--- config.mk ---
export PLATFORM = sky130hd
export DESIGN_NAME = cdb_broadcaster_flat
export DESIGN_NICKNAME = d
export VERILOG_FILES = /design/src/rtl/cdb_broadcaster_if.sv /design/src/rtl/cdb_broadcaster.sv /design/src/flat_wrapper.sv
export SDC_FILE = /design/constraint.sdc
export NUM_CORES = 1
export LEC_CHECK = 0
export CORE_ASPECT_RATIO = 0.8
export CORE_MARGIN = 3
export CORE_UTILIZATION = 30
export CTS_CLUSTER_SIZE = 40
export DETAILED_ROUTE_END_ITERATION = 16
export PLACE_DENSITY_LB_ADDON = 0.12
export SLEW_MARGIN = 30
export SYNTH_ARGS = -nofsm -noshare
export SYNTH_HDL_FRONTEND = slang
export SYNTH_SLANG_ARGS = --single-unit
--- constraint.sdc ---
create_clock -name clk -period 2.2 [get_ports clk]
set_input_delay 0.44 -clock clk [delete_from_list [all_inputs] [get_ports clk]]
set_output_delay 0.44 -clock clk [all_outputs]
set_load 0.02 [all_outputs]
--- src/rtl/cdb_broadcaster_if.sv ---
// Result-source and broadcast signal bundle for the CDB broadcaster.
// master is the broadcaster side; slave is the functional-unit / station side.
interface cdb_broadcaster_if #(
   parameter int NUM_SRC = 4,
   parameter int TAG_W   = 4,
   parameter int DATA_W  = 32
);
   logic [NUM_SRC-1:0]        src_valid;
   logic [NUM_SRC-1:0]        src_ready;
   logic [NUM_SRC*TAG_W-1:0]  src_tag;
   logic [NUM_SRC*DATA_W-1:0] src_data;
   logic                      cdb_valid;
   logic [TAG_W-1:0]          cdb_tag;
   logic [DATA_W-1:0]         cdb_data;
   logic                      tag_err;
   logic                      busy;

   modport master (
      input  src_valid, src_tag, src_data,
      output src_ready, cdb_valid, cdb_tag, cdb_data, tag_err, busy
   );

   modport slave (
      output src_valid, src_tag, src_data,
      input  src_ready, cdb_valid, cdb_tag, cdb_data, tag_err, busy
   );
endinterface

--- src/rtl/cdb_broadcaster.sv ---
// Common data bus producer: per-source 2-entry result FIFOs drained one result
// per cycle by a round-robin arbiter onto a registered broadcast.
module cdb_broadcaster #(
   parameter int NUM_SRC    = 4,
   parameter int TAG_W      = 4,
   parameter int DATA_W     = 32,
   parameter int FIFO_DEPTH = 2
) (
   input logic               clk,
   input logic               rst_n,
   input logic               flush,
   cdb_broadcaster_if.master bus
);
   localparam int         PTR_W    = (NUM_SRC > 1) ? $clog2(NUM_SRC) : 1;
   localparam int         SCAN_W   = PTR_W + 1;
   localparam int         ENT_W    = TAG_W + DATA_W;
   localparam logic [1:0] FULL_CNT = 2'(FIFO_DEPTH);

   logic [ENT_W-1:0]   mem [NUM_SRC][2];
   logic [1:0]         count [NUM_SRC];
   logic [NUM_SRC-1:0] rd_ptr, wr_ptr;
   logic [NUM_SRC-1:0] non_empty, ready, push_ok, tag_zero, store, pop;
   logic [TAG_W-1:0]   in_tag [NUM_SRC];
   logic [DATA_W-1:0]  in_data [NUM_SRC];
   logic [PTR_W-1:0]   rr_ptr, winner, rr_next;
   logic [SCAN_W-1:0]  scan;
   logic               grant;
   logic [ENT_W-1:0]   head;
   logic               cdb_valid_q, tag_err_q;
   logic [TAG_W-1:0]   cdb_tag_q;
   logic [DATA_W-1:0]  cdb_data_q;

   // Ready depends only on the registered count, so a full FIFO refuses a push
   // even in the cycle it is popped; tag-0 pushes handshake but are not stored.
   always_comb begin
      for (int i = 0; i < NUM_SRC; i++) begin
         in_tag[i]    = bus.src_tag[i*TAG_W +: TAG_W];
         in_data[i]   = bus.src_data[i*DATA_W +: DATA_W];
         non_empty[i] = (count[i] != 2'd0);
         ready[i]     = (count[i] < FULL_CNT);
         push_ok[i]   = bus.src_valid[i] & ready[i];
         tag_zero[i]  = (in_tag[i] == '0);
         store[i]     = push_ok[i] & ~tag_zero[i];
      end
   end

   always_comb begin
      grant   = 1'b0;
      winner  = '0;
      rr_next = rr_ptr;
      scan    = '0;
      pop     = '0;
      for (int k = 0; k < NUM_SRC; k++) begin
         scan = {1'b0, rr_ptr} + SCAN_W'(k);
         if (scan >= SCAN_W'(NUM_SRC)) begin
            scan = scan - SCAN_W'(NUM_SRC);
         end
         if (!grant && non_empty[scan[PTR_W-1:0]]) begin
            grant  = 1'b1;
            winner = scan[PTR_W-1:0];
         end
      end
      if (grant) begin
         rr_next     = (winner == PTR_W'(NUM_SRC - 1)) ? '0 : winner + 1'b1;
         pop[winner] = 1'b1;
      end
      head = mem[winner][rd_ptr[winner]];
   end

   // Flush outranks both push and grant; the bus tag/data hold when idle.
   always_ff @(posedge clk or negedge rst_n) begin
      if (!rst_n) begin
         for (int i = 0; i < NUM_SRC; i++) begin
            count[i] <= '0;
         end
         rd_ptr      <= '0;
         wr_ptr      <= '0;
         rr_ptr      <= '0;
         cdb_valid_q <= 1'b0;
         cdb_tag_q   <= '0;
         cdb_data_q  <= '0;
         tag_err_q   <= 1'b0;
      end else if (flush) begin
         for (int i = 0; i < NUM_SRC; i++) begin
            count[i] <= '0;
         end
         rd_ptr      <= '0;
         wr_ptr      <= '0;
         rr_ptr      <= '0;
         cdb_valid_q <= 1'b0;
         tag_err_q   <= 1'b0;
      end else begin
         for (int i = 0; i < NUM_SRC; i++) begin
            count[i] <= count[i] + {1'b0, store[i]} - {1'b0, pop[i]};
         end
         rd_ptr      <= rd_ptr ^ pop;
         wr_ptr      <= wr_ptr ^ store;
         tag_err_q   <= |(push_ok & tag_zero);
         cdb_valid_q <= grant;
         if (grant) begin
            rr_ptr                   <= rr_next;
            {cdb_tag_q, cdb_data_q}  <= head;
         end
      end
   end

   always_ff @(posedge clk) begin
      for (int i = 0; i < NUM_SRC; i++) begin
         if (store[i]) begin
            mem[i][wr_ptr[i]] <= {in_tag[i], in_data[i]};
         end
      end
   end

   assign bus.src_ready = ready;
   assign bus.cdb_valid = cdb_valid_q;
   assign bus.cdb_tag   = cdb_tag_q;
   assign bus.cdb_data  = cdb_data_q;
   assign bus.tag_err   = tag_err_q;
   assign bus.busy      = |non_empty;
endmodule

--- src/flat_wrapper.sv ---
// flat-port wrapper written by rule: the top's interface ports become plain ports
module cdb_broadcaster_flat 
#(
   parameter int NUM_SRC    = 4,
   parameter int TAG_W      = 4,
   parameter int DATA_W     = 32,
   parameter int FIFO_DEPTH = 2
)
  (clk, rst_n, flush, bus_src_valid, bus_src_tag, bus_src_data, bus_src_ready, bus_cdb_valid, bus_cdb_tag, bus_cdb_data, bus_tag_err, bus_busy);
  cdb_broadcaster_if #(.NUM_SRC(NUM_SRC), .TAG_W(TAG_W), .DATA_W(DATA_W)) bus_i ();
  input logic clk;
  input logic rst_n;
  input logic flush;
  input wire logic [$bits(bus_i.src_valid)-1:0] bus_src_valid;
  input wire logic [$bits(bus_i.src_tag)-1:0] bus_src_tag;
  input wire logic [$bits(bus_i.src_data)-1:0] bus_src_data;
  output wire logic [$bits(bus_i.src_ready)-1:0] bus_src_ready;
  output wire logic [$bits(bus_i.cdb_valid)-1:0] bus_cdb_valid;
  output wire logic [$bits(bus_i.cdb_tag)-1:0] bus_cdb_tag;
  output wire logic [$bits(bus_i.cdb_data)-1:0] bus_cdb_data;
  output wire logic [$bits(bus_i.tag_err)-1:0] bus_tag_err;
  output wire logic [$bits(bus_i.busy)-1:0] bus_busy;
  assign bus_i.src_valid = bus_src_valid;
  assign bus_i.src_tag = bus_src_tag;
  assign bus_i.src_data = bus_src_data;
  assign bus_src_ready = bus_i.src_ready;
  assign bus_cdb_valid = bus_i.cdb_valid;
  assign bus_cdb_tag = bus_i.cdb_tag;
  assign bus_cdb_data = bus_i.cdb_data;
  assign bus_tag_err = bus_i.tag_err;
  assign bus_busy = bus_i.busy;
  cdb_broadcaster #(.NUM_SRC(NUM_SRC), .TAG_W(TAG_W), .DATA_W(DATA_W), .FIFO_DEPTH(FIFO_DEPTH)) u_core (.clk(clk), .rst_n(rst_n), .flush(flush), .bus(bus_i));
endmodule
==> results_dict.tcl, run 1 <==
# metrics dict for downstream scripts
set metrics [dict create \
    worst-setup-path-type "flop to flop" \
    syn_area_um2 13960 \
    power_density_nw_per_um2 1394 \
    ys_ff 344 \
    postCtsSetupBuffers 8 \
    fin_crit_ns 2.260 \
    edf_count 288 \
    drive_gt1_share_pct 22.42 \
    rsz0062_at_grt "true" \
    final_hold_viol_count 0 \
    drc 0 \
    ff_type "edfxtp_1" \
    pre_cts_slack_ns -0.3074 \
    path_max_fanout 5 \
    coreArea_um2 45810 \
    worstMarginPinSlew_ns 0.5426 \
    grt_pass1_wl_um 55900 \
    status "finished with violations" \
    syn_avg_cell_area_um2 15.92 \
    tool_warnings 33 \
    cts_hold_buf 1 \
    area_growth_syn_to_layout_pct 34.30 \
    cts_resized 27 \
    cts_tree "yes" \
    power.leakage_nw 6.545 \
    tns_ns -0.09833 \
    ir_drop_mv 0.6470 \
    cts_buffers 38 \
    final_cell_count_no_fill 1777 \
    crit_top_cell "ha_4" \
    grt_max_degree 64 \
    antenna_found_initial 3 \
    fin_ws_ns -0.05955 \
    first_pass_iters 6 \
    io_pins 194 \
    vias_per_cell 4.813 \
    drt_iter0_drc 516 \
    ys_warn_count 0 \
    fmax_mhz 442.6 \
    fin_hold_ws_ns 0.4522 \
    clkSinkCount 344 \
    setup_violations 4 \
    htree_levels 2 \
    root_buffer "clkbuf_16" \
    cp.arrival_ns 2.66 \
    critPathCaptureType "flop" \
    hold_path.class "primary input to asynchronous set/reset pin" \
    syn_inst 877 \
    p_total_mw 26.14 \
    grt_overflow 0 \
    cp_slowest_stage_delay_ns 0.40 \
    synth_top_area_share_pct 61.94 \
    first_global_vias 8643 \
    ys_area_um2 13960 \
    dieArea_um2 49190 \
    ys_seq_share_pct 71.97 \
    placement_rows 70 \
    clk_path_buf_depth 3 \
    finalMaxSlewViolations 0 \
    nNetsFinal 1306 \
    finalClockPeriodUsage_pct 102.7 \
    dp_hpwl_um 27220 \
    clk_latency_ns 0.52 \
    synthDistinctLibCells 38 \
    maxCapViolCount 0 \
    fp_nets 1045 \
    clk_pin_slew_ns 0.06 \
    critPathLaunchType "flop" \
    place_inst 1694 \
    fp_util_pct 30.48 \
    fin_skew_ns 0.01858 \
    synth_stat.cells 877 \
    drtAntennaViolNets 0 \
    async_reset_ff_share_pct 16.28 \
    yosys-top-cells-area "edfxtp_1, dfrtp_1, mux2_2" \
    path_cells "or2_1, nor3_1, or3_4, inv_6, ha_4, and2_4, ha_4, inv_2, ha_4, xnor2_2, xnor2_1, nor2_1" \
    maxSlewHeadroom_pct 63.79 \
    violations "setup timing" \
    cp_slowest_cell "dfrtp_1" \
    cp_data_required_time_ns 2.60 \
    place_congestion 0.7511 \
    top_area_cell "edfxtp_1" \
]
-- run 1: sequential cells by signal (all words and copies together), names as in the netlist, 2 cells and up --
name and count:
u_core.rr_ptr 2, u_core.rd_ptr 4, u_core.bus.cdb_tag 4, u_core.mem 288
u_core.wr_ptr 4, u_core.count 8, u_core.bus.cdb_data 32
-- run 1: power by group --
part | leakage, nW | switching (mW) | total, mW | internal (mW)
registers | 3.33 | 0.579 | 8.92 | 8.34
clock network | 0.580 | 2.48 | 6.02 | 3.53
logic | 2.63 | 6.30 | 11.2 | 4.91
-- run 1: cells by family (layout without fill, tap and decap cells) --
group	Yosys count	in the layout	share of synthesized area (%)
flip-flops	344	344	71.97
AND-OR/OR-AND	194	194	11.38
AND/OR/NAND/NOR	157	158	6.138
buffers and inverters	84	370	2.616
multiplexers	72	72	5.806
adder cells (fa/ha/maj)	17	17	1.523
XOR/XNOR	9	9	0.5645
other	0	1	0
-- run 1: final cells by class --
type,count,area (µm²)
fill,4218,27050
sequential,344,10050
multi-input combinational,450,3719
timing repair buffer,286,2967
clock buffer,47,1026
tap,612,765.7
clock inverter,19,143.9
inverter,18,75.07
antenna,1,2.502
-- run 1: synthesized netlist by cell type (4+ instances only) --
library cell / n
a21oi_1: 4
buf_2: 17
nor2b_1: 77
nand3_1: 4
ha_1: 17
a211o_1: 72
nor3_1: 5
edfxtp_1: 288
nor3b_1: 4
buf_4: 7
a31oi_1: 36
nor4_1: 4
clkbuf_1: 41
inv_1: 17
o221ai_1: 72
xnor2_1: 9
dfrtp_1: 56
mux2_2: 72
nor2_1: 51
-- run 1: per-stage QoR --
stage	cell area, µm²	util (%)
2_1_floorplan	14030	-
3_3_place_gp	17350	37.88
3_5_place_dp	17350	37.88
4_1_cts	18640	40.70
5_1_grt	18750	40.93
6_report	18750	40.94
-- run 1: critical path: cells and delay by family, from the launching register on --
family,cells,cell delay (ns)
xor+xnor,2,0.28
buf+inv,2,0.09
fa+ha+maj,3,0.55
simple gates,5,0.82
flops,1,0.40
-- run 1: layout by cell type, fill, tap and decap left out, types with 36 or more instances in the layout --
master,count
dfrtp_1,52
clkbuf_16,40
edfxtp_1,288
buf_4,59
nor2_1,47
a31oi_1,36
mux2_2,72
clkdlybuf4s50_1,187
o221ai_1,71
nor2b_1,77
a211o_1,72
-- run 1: final timing paths --
check	startpoint	endpoint	slack, ns	cells past startpoint
worst max-delay path	u_core.count[4]	u_core.count[1]	-0.06	12
worst min-delay path	rst_n	u_core.bus.cdb_tag[2]	0.45	2
worst max register to register	u_core.count[4]	u_core.count[1]	-0.06	12
worst min register to register	u_core.bus.cdb_data[8]	u_core.bus.cdb_data[8]	0.55	2
max in group asynchronous	rst_n	u_core.rd_ptr[2]	1.17	3
min in group clk	bus_src_data[111]	u_core.mem[3][51]	0.50	1
-- run 1: per-layer routing --
| layer | GRT usage [%] | wire length [µm] | share of wire, % | vias to the layer above |
|---|---|---|---|---|
| li1 | - | - | - | 3978 |
| met2 | 25.66 | 18880 | 48 | 199 |
| met1 | 21.33 | 17910 | 45 | 4318 |
| met4 | 3.305 | 616 | 1.6 | 4 |
| met5 | 0 | 26 | 0.066 | - |
| met3 | 3.437 | 2190 | 5.5 | 53 |
run_1/clock_nets.png
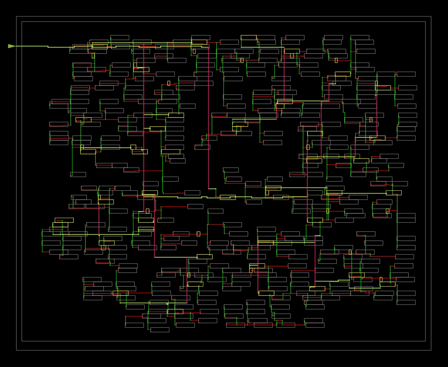
flop count: 344
Clk power: 6.02 mW

run_1/pinout.png
Pins as bars across the die edge, other pins in grey.
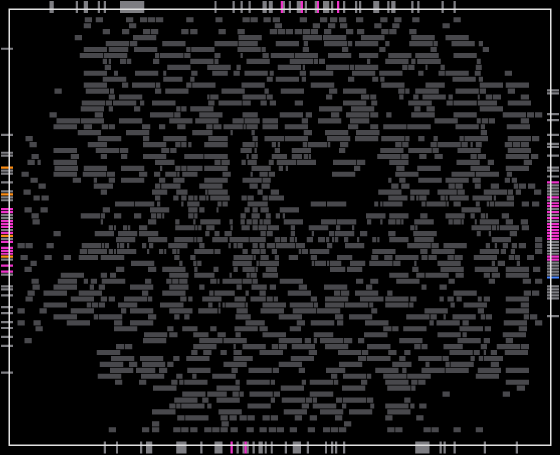
Key: bus_src_ready = orange [pins 4, direction output, edge west]; rst_n = blue [pins 1, direction input, edge east]; bus_cdb_data = magenta [pins 32, direction output, edge 14 east, 12 west, 4 north, 2 south]
All pins by edge: 54 north, 50 east, 48 south, 42 west.
die width: 247.2 µm
Die Ht: 199.0 µm
PortBufs: 193

run_1/layers.png
Only two layers are drawn.
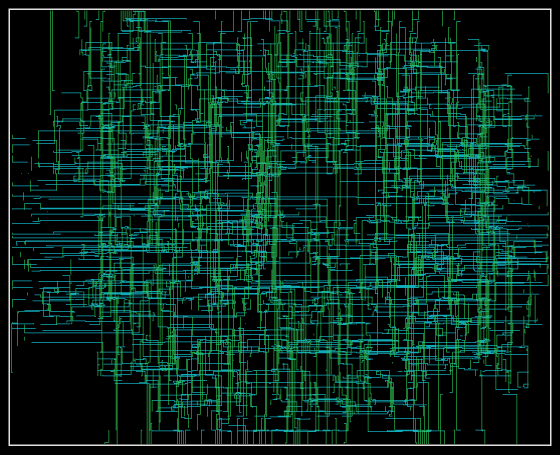
Key: M1 = cyan [wire length 17900 µm]; M2 = green [wire length 18900 µm]
GRT Util Overall: 15.61%
total wire length: 39620 µm
Via Count: 8552
Routed WL per cell: 22.30 µm

run_1/gates.png
Scale bar: 50 µm.
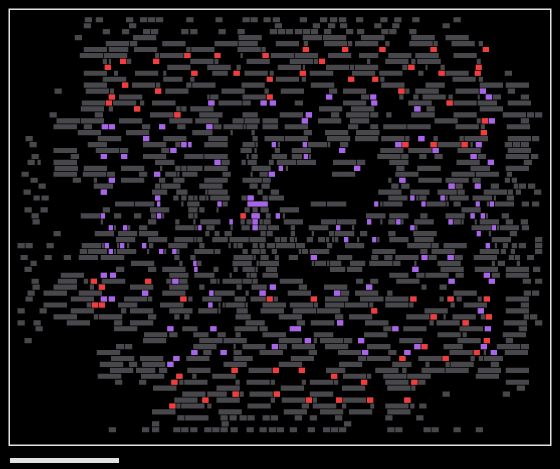
Key: non-inverting ao/oa cells = red [cells 73, most used a211o_1, where all over the die]; aoi and oai cells = purple [cells 121, most used o221ai_1]

==> run 2, diff against run 1 <==
--- a/config.mk
+++ b/config.mk
@@ -11,7 +11,6 @@
 export CTS_CLUSTER_SIZE = 40
 export DETAILED_ROUTE_END_ITERATION = 16
 export PLACE_DENSITY_LB_ADDON = 0.12
-export SLEW_MARGIN = 30
 export SYNTH_ARGS = -nofsm -noshare
 export SYNTH_HDL_FRONTEND = slang
 export SYNTH_SLANG_ARGS = --single-unit
run_2/pinout.png
Pins as bars across the die edge, other pins in grey.
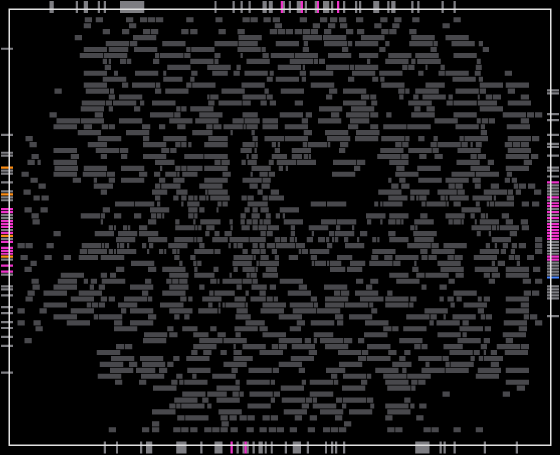
Key: rst_n = blue [pins 1, direction input, edge east]; bus_src_ready = orange [pins 4, direction output, edge west]; bus_cdb_data = magenta [pins 32, direction output, edge 14 east, 12 west, 4 north, 2 south]
All pins by edge: 54 north, 50 east, 48 south, 42 west.

run_2/ff_map.png
Scale bar: 50 µm. Other sequential cells in the stronger grey, the rest of the logic in the fainter grey.
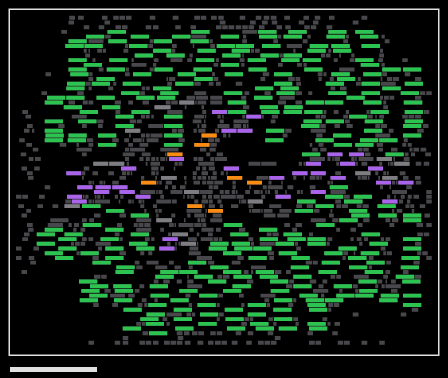
Key: u_core.mem = green [sequential cells 288, where all over the die]; u_core.bus.cdb_data = purple [sequential cells 32, where a horizontal strip, middle]; u_core.count = orange [sequential cells 8, where centre]

==> run 2 against run 1 <==
Against the previous run: the run still ends with setup timing left; worst hold slack unchanged; clock power barely moved; setup slack unchanged; count of clock-buffer cells in the layout did not move; combinational power about the same; synthesized cell count did not move; global-route usage unchanged; utilization stayed put; non-clock buffer count unchanged; critical path type unchanged; largest power group unchanged; highest routed layer unchanged.
==> results_dict.tcl, run 2 <==
# metrics dict for downstream scripts
set metrics [dict create \
    placement_rows 70 \
    final_cell_count_no_fill 1777 \
    fp_nets 1045 \
    layout.cells.most_common "edfxtp_1" \
    ys_ff 344 \
    first_global_vias 8643 \
    fin_crit_ns 2.260 \
    hold_path.class "primary input to asynchronous set/reset pin" \
    critPathLaunchType "flop" \
    cts_tree "yes" \
    rsz0062_at_grt "true" \
    setup_violations 4 \
    clk_latency_ns 0.52 \
    fp_util_pct 30.48 \
    grt_overflow 0 \
    cp_slowest_stage_delay_ns 0.40 \
    async_reset_ff_share_pct 16.28 \
    power.leakage_nw 6.545 \
    worstMarginPinSlew_ns 0.5426 \
    clkSinkCount 344 \
    synth_top_area_share_pct 61.94 \
    ys_seq_share_pct 71.97 \
    p_total_mw 26.14 \
    first_pass_iters 6 \
    drt-total-wl_um 39620 \
    dieArea_um2 49190 \
    syn_area_um2 13960 \
    largest_reg_flops 288 \
    violations "setup timing" \
    ir_drop_mv 0.6470 \
    drc 0 \
    synthDistinctLibCells 38 \
    die_h_um 199.0 \
    syn_inst 877 \
    grt_max_degree 64 \
    fin_hold_ws_ns 0.4522 \
    ff_type "edfxtp_1" \
    drt_iter0_drc 516 \
    drtAntennaViolNets 0 \
    synth.top_cells.by_count "edfxtp_1, nor2b_1, a211o_1, mux2_2, o221ai_1" \
    tool_warnings 33 \
    vias 8552 \
    finalClockPeriodUsage_pct 102.7 \
    drive_gt1_share_pct 22.42 \
    coreArea_um2 45810 \
    top_area_cell "edfxtp_1" \
    fmax_mhz 442.6 \
    clk_path_buf_depth 3 \
    htree_levels 2 \
    worst-setup-path-type "flop to flop" \
    cp_data_required_time_ns 2.60 \
    path_cells "or2_1, nor3_1, or3_4, inv_6, ha_4, and2_4, ha_4, inv_2, ha_4, xnor2_2, xnor2_1, nor2_1" \
    io_pins 194 \
    die_w_um 247.2 \
    edf_count 288 \
    place_congestion 0.7511 \
    clk_pin_slew_ns 0.06 \
    cts_buffers 38 \
    top_cell "edfxtp_1" \
    vias_per_cell 4.813 \
    maxCapViolCount 0 \
    tns_ns -0.09833 \
    fin_skew_ns 0.01858 \
    fin_ws_ns -0.05955 \
    crit_top_cell "ha_4" \
    finalMaxSlewViolations 0 \
    postLayoutCellArea_um2 18750 \
    synth_stat.cells 877 \
    ys_area_um2 13960 \
    cp.arrival_ns 2.66 \
    dp_hpwl_um 27220 \
    port_buffers 193 \
    power_density_nw_per_um2 1394 \
    grt_pass1_wl_um 55900 \
    avgRoutedWirePerCell_um 22.30 \
    maxSlewHeadroom_pct 63.79 \
    syn_avg_cell_area_um2 15.92 \
    path_max_fanout 5 \
    utilization_pct 40.94 \
    antenna_found_initial 3 \
    yosys-top-cells-area "edfxtp_1, dfrtp_1, mux2_2" \
    final_layout_top_logic_cells "edfxtp_1, clkdlybuf4s50_1, nor2b_1" \
    pre_cts_slack_ns -0.3074 \
    nNetsFinal 1306 \
    fillers 4218 \
    ys_warn_count 0 \
    cp_slowest_cell "dfrtp_1" \
    status "finished with violations" \
    place_area_um2 17350 \
    final_hold_viol_count 0 \
    grt_util_all_layers_pct 15.61 \
    place_inst 1694 \
    area_growth_syn_to_layout_pct 34.30 \
    critPathCaptureType "flop" \
    root_buffer "clkbuf_16" \
]
-- run 2: cell counts after synthesis --
No cell type changed its count.
-- run 2: worst paths after layout --
path	startpoint	slack (ns)	end	cells past startpoint
setup / recovery	u_core.count[4]	-0.06	u_core.count[1]	12
hold / removal	rst_n	0.45	u_core.bus.cdb_tag[2]	2
max in group asynchronous	rst_n	1.17	u_core.rd_ptr[2]	3
min in group clk	bus_src_data[111]	0.50	u_core.mem[3][51]	1
setup reg to reg	u_core.count[4]	-0.06	u_core.count[1]	12
hold reg to reg	u_core.bus.cdb_data[8]	0.55	u_core.bus.cdb_data[8]	2
-- run 2: power by group --
part           leakage [nW]  internal (mW)  switching, mW
Clock                 0.580           3.53           2.48
Combinational          2.63           4.91           6.30
Sequential             3.33           8.34          0.579
Total                  6.55           16.8           9.36
-- run 2: final cells by class --
cell class	count	area [µm²]	share of cell area, %
Clock inverter	19	143.9	0.7673
Tap cell	612	765.7	4.083
Multi-Input combinational cell	450	3719	19.83
Inverter	18	75.07	0.4003
Timing Repair Buffer	286	2967	15.82
Sequential cell	344	10050	53.62
Antenna cell	1	2.502	0.01334
Clock buffer	47	1026	5.471
-- run 2: timing repair --
| action | CTS | global route |
|---|---|---|
| setup buffers | 8 | 6 |
| hold buffers | 1 | 0 |
| pin swaps | 11 | 8 |
| setup endpoints to repair | 12 | 60 |
| gates cloned | 0 | 2 |
| resized | 27 | 14 |
| hold endpoints to repair | 18 | 0 |
-- run 2: logic make-up (layout without fill, tap and decap cells) --
group | count (synthesis) | in the layout | synth area share, %
flops | 344 | 344 | 71.97
compound gates | 194 | 194 | 11.38
simple gates | 157 | 158 | 6.138
buf+inv | 84 | 370 | 2.616
mux | 72 | 72 | 5.806
fa+ha+maj | 17 | 17 | 1.523
xor+xnor | 9 | 9 | 0.5645
other cells | 0 | 1 | 0
-- run 2: worst max-delay path, delay by kind of cell (launching register included) --
family	cells	cell delay, ns
and+or+nand+nor	5	0.82
adders and majority gates	3	0.55
DFF	1	0.40
xor gates and xnor gates	2	0.28
buffers and inverters	2	0.09
-- run 2: metal layers --
| layer | vias up | global-route usage, % | wire (µm) |
|---|---|---|---|
| met1 | 4318 | 21.33 | 17910 |
| met4 | 4 | 3.305 | 616 |
| met2 | 199 | 25.66 | 18880 |
| met3 | 53 | 3.437 | 2190 |
| met5 | - | 0 | 26 |
| li1 | 3978 | - | - |
Power and IR drop assume default switching activity.
